### config.mk
export PLATFORM = sky130hd
export DESIGN_NAME = pulse_receiver
export DESIGN_NICKNAME = d
export VERILOG_FILES = /design/src/rtl/pulse_receiver.sv
export SDC_FILE = /design/constraint.sdc
export NUM_CORES = 1
export LEC_CHECK = 0
export CAP_MARGIN = 25
export CORE_MARGIN = 10
export CORE_UTILIZATION = 35
export CTS_CLUSTER_SIZE = 28
export DETAILED_ROUTE_END_ITERATION = 8
export PLACE_DENSITY = 0.55
export SYNTH_ARGS = -nofsm -noshare
export SYNTH_HDL_FRONTEND = slang
export SYNTH_SLANG_ARGS = --single-unit
### constraint.sdc
create_clock -name clk -period 5.95 [get_ports clk]
set_input_delay 0.595 -clock clk [delete_from_list [all_inputs] [get_ports clk]]
set_output_delay 0.595 -clock clk [all_outputs]
set_load 0.02 [all_outputs]
### src/rtl/pulse_receiver.sv
// pulse_receiver: measures synchronized pin segments in prescaled ticks
// and queues {level, duration} symbols in a small FIFO for readback.
//
// Ports:
//   clk, sys_rst_n       clock, async active-low reset
//   enable               receiver enable; low drops any partial segment
//   prescaler            tick period = 2^prescaler clk cycles
//   invert               1 = pin idles high
//   idle_threshold       low-segment ticks that end a frame (0 = off)
//   pulse_in             asynchronous input pin
//   rd_en                pop FIFO head
//   rd_data, rd_valid    head symbol {level, duration} (0 when empty)
//   fifo_count           entries held
//   overflow             sticky: symbol dropped on full FIFO
//   frame_done           sticky: idle timeout ended a frame
//   clear_flags          clears overflow and frame_done
//   busy                 measuring a frame
module pulse_receiver #(
    parameter int PRESCALER_NUM_BITS = 4,
    parameter int DURATION_BITS      = 8,
    parameter int FIFO_DEPTH         = 8
) (
    input  logic                          clk,
    input  logic                          sys_rst_n,
    input  logic                          enable,
    input  logic [PRESCALER_NUM_BITS-1:0] prescaler,
    input  logic                          invert,
    input  logic [DURATION_BITS-1:0]      idle_threshold,
    input  logic                          pulse_in,
    input  logic                          rd_en,
    output logic [DURATION_BITS:0]        rd_data,
    output logic                          rd_valid,
    output logic [$clog2(FIFO_DEPTH):0]   fifo_count,
    output logic                          overflow,
    output logic                          frame_done,
    input  logic                          clear_flags,
    output logic                          busy
);

    localparam int PW = 1 << PRESCALER_NUM_BITS;
    localparam int AW = $clog2(FIFO_DEPTH);
    localparam int CW = AW + 1;
    localparam int SW = DURATION_BITS + 1;
    localparam logic [DURATION_BITS-1:0] DUR_MAX = '1;
    localparam logic [CW-1:0] FULL = CW'(FIFO_DEPTH);

    typedef enum logic {IDLE, MEASURE} state_t;

    state_t                   state_q, state_d;
    logic                     sync1_q, sync1_d;
    logic                     sync2_q, sync2_d;
    logic [1:0]               sync_ok_q, sync_ok_d;
    logic                     prev_lvl_q, prev_lvl_d;
    logic [PW-1:0]            phase_q, phase_d;
    logic [DURATION_BITS-1:0] dur_q, dur_d;
    logic                     armed_q, armed_d;
    logic                     seg_level_q, seg_level_d;
    logic [AW-1:0]            wr_ptr_q, wr_ptr_d;
    logic [AW-1:0]            rd_ptr_q, rd_ptr_d;
    logic [CW-1:0]            count_q, count_d;
    logic                     overflow_q, overflow_d;
    logic                     frame_done_q, frame_done_d;

    logic [SW-1:0]            mem [FIFO_DEPTH];

    logic                     lvl;
    logic                     edge_det;
    logic                     tick;
    logic [PW-1:0]            period;
    logic [PW-1:0]            phase_next;
    logic [DURATION_BITS-1:0] dur_base;
    logic [DURATION_BITS-1:0] dur_new;
    logic                     push;
    logic [SW-1:0]            push_data;
    logic                     fd_set;
    logic                     pop;
    logic                     wr;
    logic                     drop;

    always_comb begin
        lvl        = sync2_q ^ invert;
        edge_det   = lvl != prev_lvl_q;
        sync1_d    = pulse_in;
        sync2_d    = sync1_q;
        // Arming waits until the synchronizer holds a real pin sample,
        // so its reset value is never mistaken for an idle pin.
        sync_ok_d  = {sync_ok_q[0], 1'b1};
        prev_lvl_d = lvl;

        // Edge cycle is the first cycle of the new segment.
        period     = PW'(1) << prescaler;
        phase_next = (edge_det ? '0 : phase_q) + PW'(1);
        tick       = phase_next == period;
        phase_d    = tick ? '0 : phase_next;
        dur_base   = edge_det ? '0 : dur_q;
        dur_new    = (tick && dur_base != DUR_MAX)
                   ? dur_base + DURATION_BITS'(1) : dur_base;
        dur_d      = dur_new;

        state_d     = state_q;
        armed_d     = armed_q;
        seg_level_d = seg_level_q;
        push        = 1'b0;
        push_data   = '0;
        fd_set      = 1'b0;

        if (!enable) begin
            state_d = IDLE;
            armed_d = 1'b0;
        end else begin
            case (state_q)
                IDLE: begin
                    if (!lvl && sync_ok_q[1])
                        armed_d = 1'b1;
                    if (armed_q && edge_det && lvl) begin
                        state_d     = MEASURE;
                        seg_level_d = 1'b1;
                    end
                end
                MEASURE: begin
                    if (edge_det) begin
                        push        = 1'b1;
                        push_data   = {seg_level_q, dur_q};
                        seg_level_d = lvl;
                    end else if (tick && !seg_level_q &&
                                 idle_threshold != '0 &&
                                 dur_new >= idle_threshold) begin
                        push      = 1'b1;
                        push_data = {1'b0, idle_threshold};
                        fd_set    = 1'b1;
                        state_d   = IDLE;
                    end
                end
                default: state_d = IDLE;
            endcase
        end

        pop  = rd_en && count_q != '0;
        // A full FIFO still accepts a push when a pop frees a slot.
        wr   = push && (count_q != FULL || pop);
        drop = push && count_q == FULL && !pop;

        wr_ptr_d = wr  ? wr_ptr_q + AW'(1) : wr_ptr_q;
        rd_ptr_d = pop ? rd_ptr_q + AW'(1) : rd_ptr_q;
        count_d  = count_q + CW'(wr) - CW'(pop);

        overflow_d   = drop   || (overflow_q   && !clear_flags);
        frame_done_d = fd_set || (frame_done_q && !clear_flags);
    end

    always_ff @(posedge clk or negedge sys_rst_n) begin
        if (!sys_rst_n) begin
            state_q      <= IDLE;
            sync1_q      <= 1'b0;
            sync2_q      <= 1'b0;
            sync_ok_q    <= '0;
            prev_lvl_q   <= 1'b0;
            phase_q      <= '0;
            dur_q        <= '0;
            armed_q      <= 1'b0;
            seg_level_q  <= 1'b0;
            wr_ptr_q     <= '0;
            rd_ptr_q     <= '0;
            count_q      <= '0;
            overflow_q   <= 1'b0;
            frame_done_q <= 1'b0;
        end else begin
            state_q      <= state_d;
            sync1_q      <= sync1_d;
            sync2_q      <= sync2_d;
            sync_ok_q    <= sync_ok_d;
            prev_lvl_q   <= prev_lvl_d;
            phase_q      <= phase_d;
            dur_q        <= dur_d;
            armed_q      <= armed_d;
            seg_level_q  <= seg_level_d;
            wr_ptr_q     <= wr_ptr_d;
            rd_ptr_q     <= rd_ptr_d;
            count_q      <= count_d;
            overflow_q   <= overflow_d;
            frame_done_q <= frame_done_d;
        end
    end

    always_ff @(posedge clk) begin
        if (wr)
            mem[wr_ptr_q] <= push_data;
    end

    assign rd_valid   = count_q != '0;
    assign rd_data    = rd_valid ? mem[rd_ptr_q] : '0;
    assign fifo_count = count_q;
    assign overflow   = overflow_q;
    assign frame_done = frame_done_q;
    assign busy       = state_q == MEASURE;

endmodule
==> writeup.txt, run 1 <==
The run finished with clean final reports. The logs give 276 for the DRC violation total after the first TritonRoute iteration and 775 for the count of placed standard cells in the final layout, fillers left out. The flip-flop and latch count was 116.

The share of async-settable or async-resettable flops after synthesis is 0.379, and the switching power share of the total is 0.298. The chip occupies 0.0223 mm2. For the number of global-route vias before repair, the log shows 4344.

The worst setup path is of the flop to flop kind. Before any placement, the netlist area is recorded as 0.00585 mm2. With the layout overhead on the synthesized area at 26.9%, the met3 wire length is 518 um. The number of warnings in the stage logs works out to 27. With the number of nets in the layout at 580, the post-placement cell count is 742.

Port buffering added 35 buffers. For this run, design rule violations remaining after detail routing come to 0. The region available for standard cell placement spans 0.0165 mm2. The layout has 79 buffers outside the clock class.

The run reported a max-capacitance violation count of 0. The post-layout minimum cycle time works out to 5.65 ns. The pin count of the biggest net entering global routing was 45.

The fraction of synthesized cell area taken by the top area cell type works out to 0.370. The tools report the number of hold buffers added after CTS as 0. Among all cell types in the netlist, the one instantiated most often is edfxtp_1. The synthesized-area fraction occupied by adder cells was 0.0398. Per STA, the startpoint of the critical path is sync2_q$_DFF_PN0_. The most critical hold endpoint after final layout shows a slack of 0.264 ns.

The final timing report counts setup violations totalling 0. The worst VDD IR drop from the latest analysis is 0.213 mV. The run gives 13400 um for the wire length reported by the detailed router. The cell with the most instances on the worst path was o211ai_1. The total power draw came out at 2.58 mW.

Xor/xnor cell area share of the yosys netlist: 0.0411. The switching power was 767 uW.
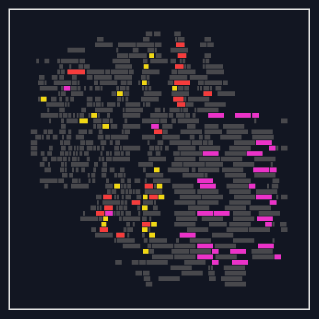
Fig. 1. Logic cells by family (run 1).
Scale: 2 px per um.
legend:
  red:
    family: fa/ha/maj cells
    cells: 18
  magenta:
    family: mux cells
    cells: 30
  yellow:
    family: non-inverting ao/oa cells
    cells: 21

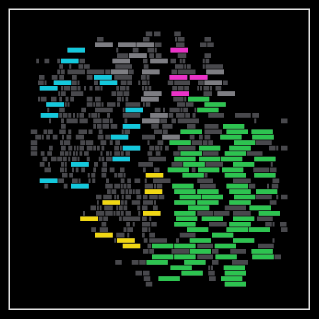
Fig. 2. Where the registers sit (run 1).
Scale: 2 px per um. Other sequential cells in the stronger gray, the rest of the logic in the fainter gray.
legend:
  yellow:
    signal: dur_q
    sequential_cells: 8
  magenta:
    signal: fifo_count
    sequential_cells: 4
    where: north
  cyan:
    signal: phase_q
    sequential_cells: 16
  green:
    signal: mem
    sequential_cells: 72
register fraction of the total cell area: 0.440
final design utilization: 0.451
Flop area: 0.00326 mm2
sequential power: 998 uW

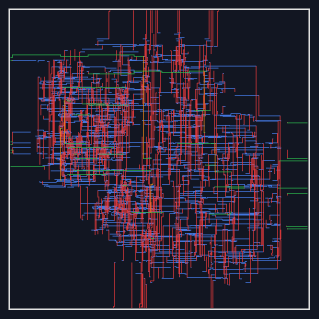
Fig. 3. Metal layers overlaid (run 1).
Scale: 2 px per um.
legend:
  blue:
    layer: metal 1
    wire_length: 5640 um
  green:
    layer: metal 3
    wire_length: 519 um
  orange:
    layer: metal 4
    wire_length: 158 um
  red:
    layer: metal 2
    wire_length: 7080 um

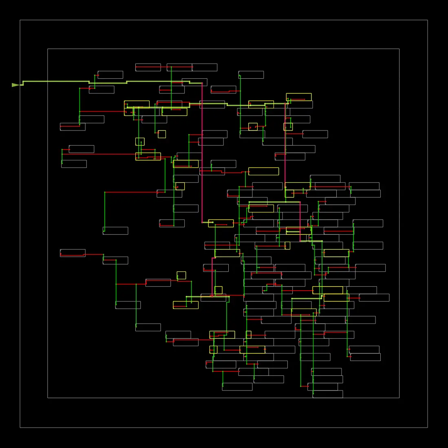
Fig. 4. Clock nets (run 1).
clock skew: 0.0133 ns
number of clock buffers inserted by TritonCTS: 17
power of the clock network: 995 uW
count of clock tree sinks: 116

==> run 2: changes to the inputs <==
CAP_MARGIN = default   (was 25)
CORE_ASPECT_RATIO = 2   (was default)
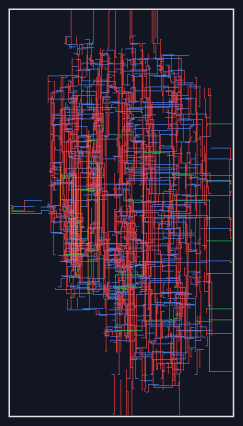
Fig. 5. Metal layers overlaid (run 2).
Scale: 2 px per um.
legend:
  red:
    layer: metal 2
    wire_length: 9120 um
  orange:
    layer: metal 4
    wire_length: 566 um
  green:
    layer: metal 3
    wire_length: 448 um
  blue:
    layer: metal 1
    wire_length: 5020 um
vias post-DR: 4097
DR WL/cell: 19.6 um
total wirelength of the detailed-routed design: 15200 um
Global Route Usage Sum: 0.138

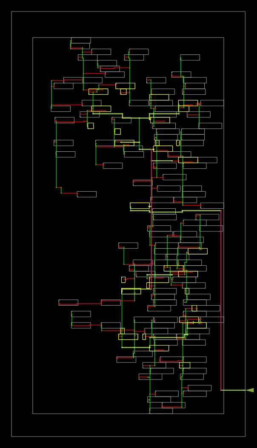
Fig. 6. Clock nets (run 2).
clock skew: 0.00912 ns
layout sequential cell count: 116

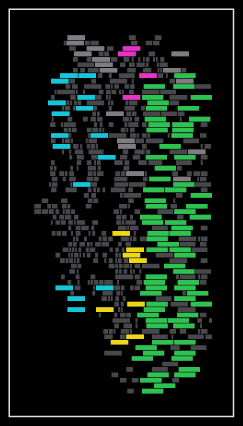
Fig. 7. Where the registers sit (run 2).
Scale: 2 px per um. Other sequential cells in the stronger gray, the rest of the logic in the fainter gray.
legend:
  cyan:
    signal: phase_q
    sequential_cells: 16
  yellow:
    signal: dur_q
    sequential_cells: 8
  magenta:
    signal: fifo_count
    sequential_cells: 4
    where: north
  green:
    signal: mem
    sequential_cells: 72
not colored: 16

==> run 2 against run 1 <==
Clock-buffer cell count rose by 7. Via count is 2.7% higher. Wire length is 13% higher. Worst hold slack improved by 0.021 ns. Sequential share of layout area down 0.58 points. Non-clock buffer count is 15 higher. Cell area rose by 1.3%. Sequential cell count is the same. Largest power group unchanged.
==> writeup.txt, run 2 <==
The run finished with clean final reports. The tools report the sequential power as 1.00 mW (about the same). The run gives 775 (unchanged) as the count of placed standard cells in the final layout, fillers left out.

The fraction of synthesized cell area taken by the top area cell type was 0.370 (unchanged). The chip area is 0.0226 mm2 (+1.4%). With the reported max-cap violation count at 0 (unchanged), the number of warnings in the stage logs is 28 (+3.7%).

The flop share of the area is 0.434 (-0.00578), and the number of hold buffers added after CTS is 0 (unchanged). The run gives 734 (-1.1%) as the post-placement cell count. The flow measured a signed area growth from synthesis to layout of 28.6%. Total power draw: 2.55 mW (-1.0%). The post-route DRC violation count is 0 (unchanged). The synthesized-area fraction occupied by adder cells is 0.0398 (unchanged), and the clock net sink count is 116 (unchanged). The post-layout minimum cycle time was 5.91 ns (+0.254 ns); the DRC violation total after the first TritonRoute iteration was 198 (-28%). The tools report the number of nets in the layout as 595 (+2.6%).

The critical path starts at sync2_q$_DFF_PN0_. The run gives 4456 (+2.6%) as the number of global-route vias before repair. The run gives 948 uW (-4.7%) as the power drawn by the clock network. The total clock buffers created by CTS is 17 (unchanged). The run gives 0.152 mV (-29%) as the maximum resistive drop on vdd. With the pin count of the biggest net entering global routing at 45 (unchanged), the xor/xnor cell area share of the yosys netlist is 0.0411 (unchanged).

The synthesized area is 0.00585 mm2 (unchanged). With the switching power at 750 uW (-2.3%), the tightest hold margin is 0.285 ns (+0.0206 ns). The port buffer count works out to 35 (unchanged). The final core area utilization was 0.460 (+0.00922).
Power is estimated from default activity; no workload was simulated.
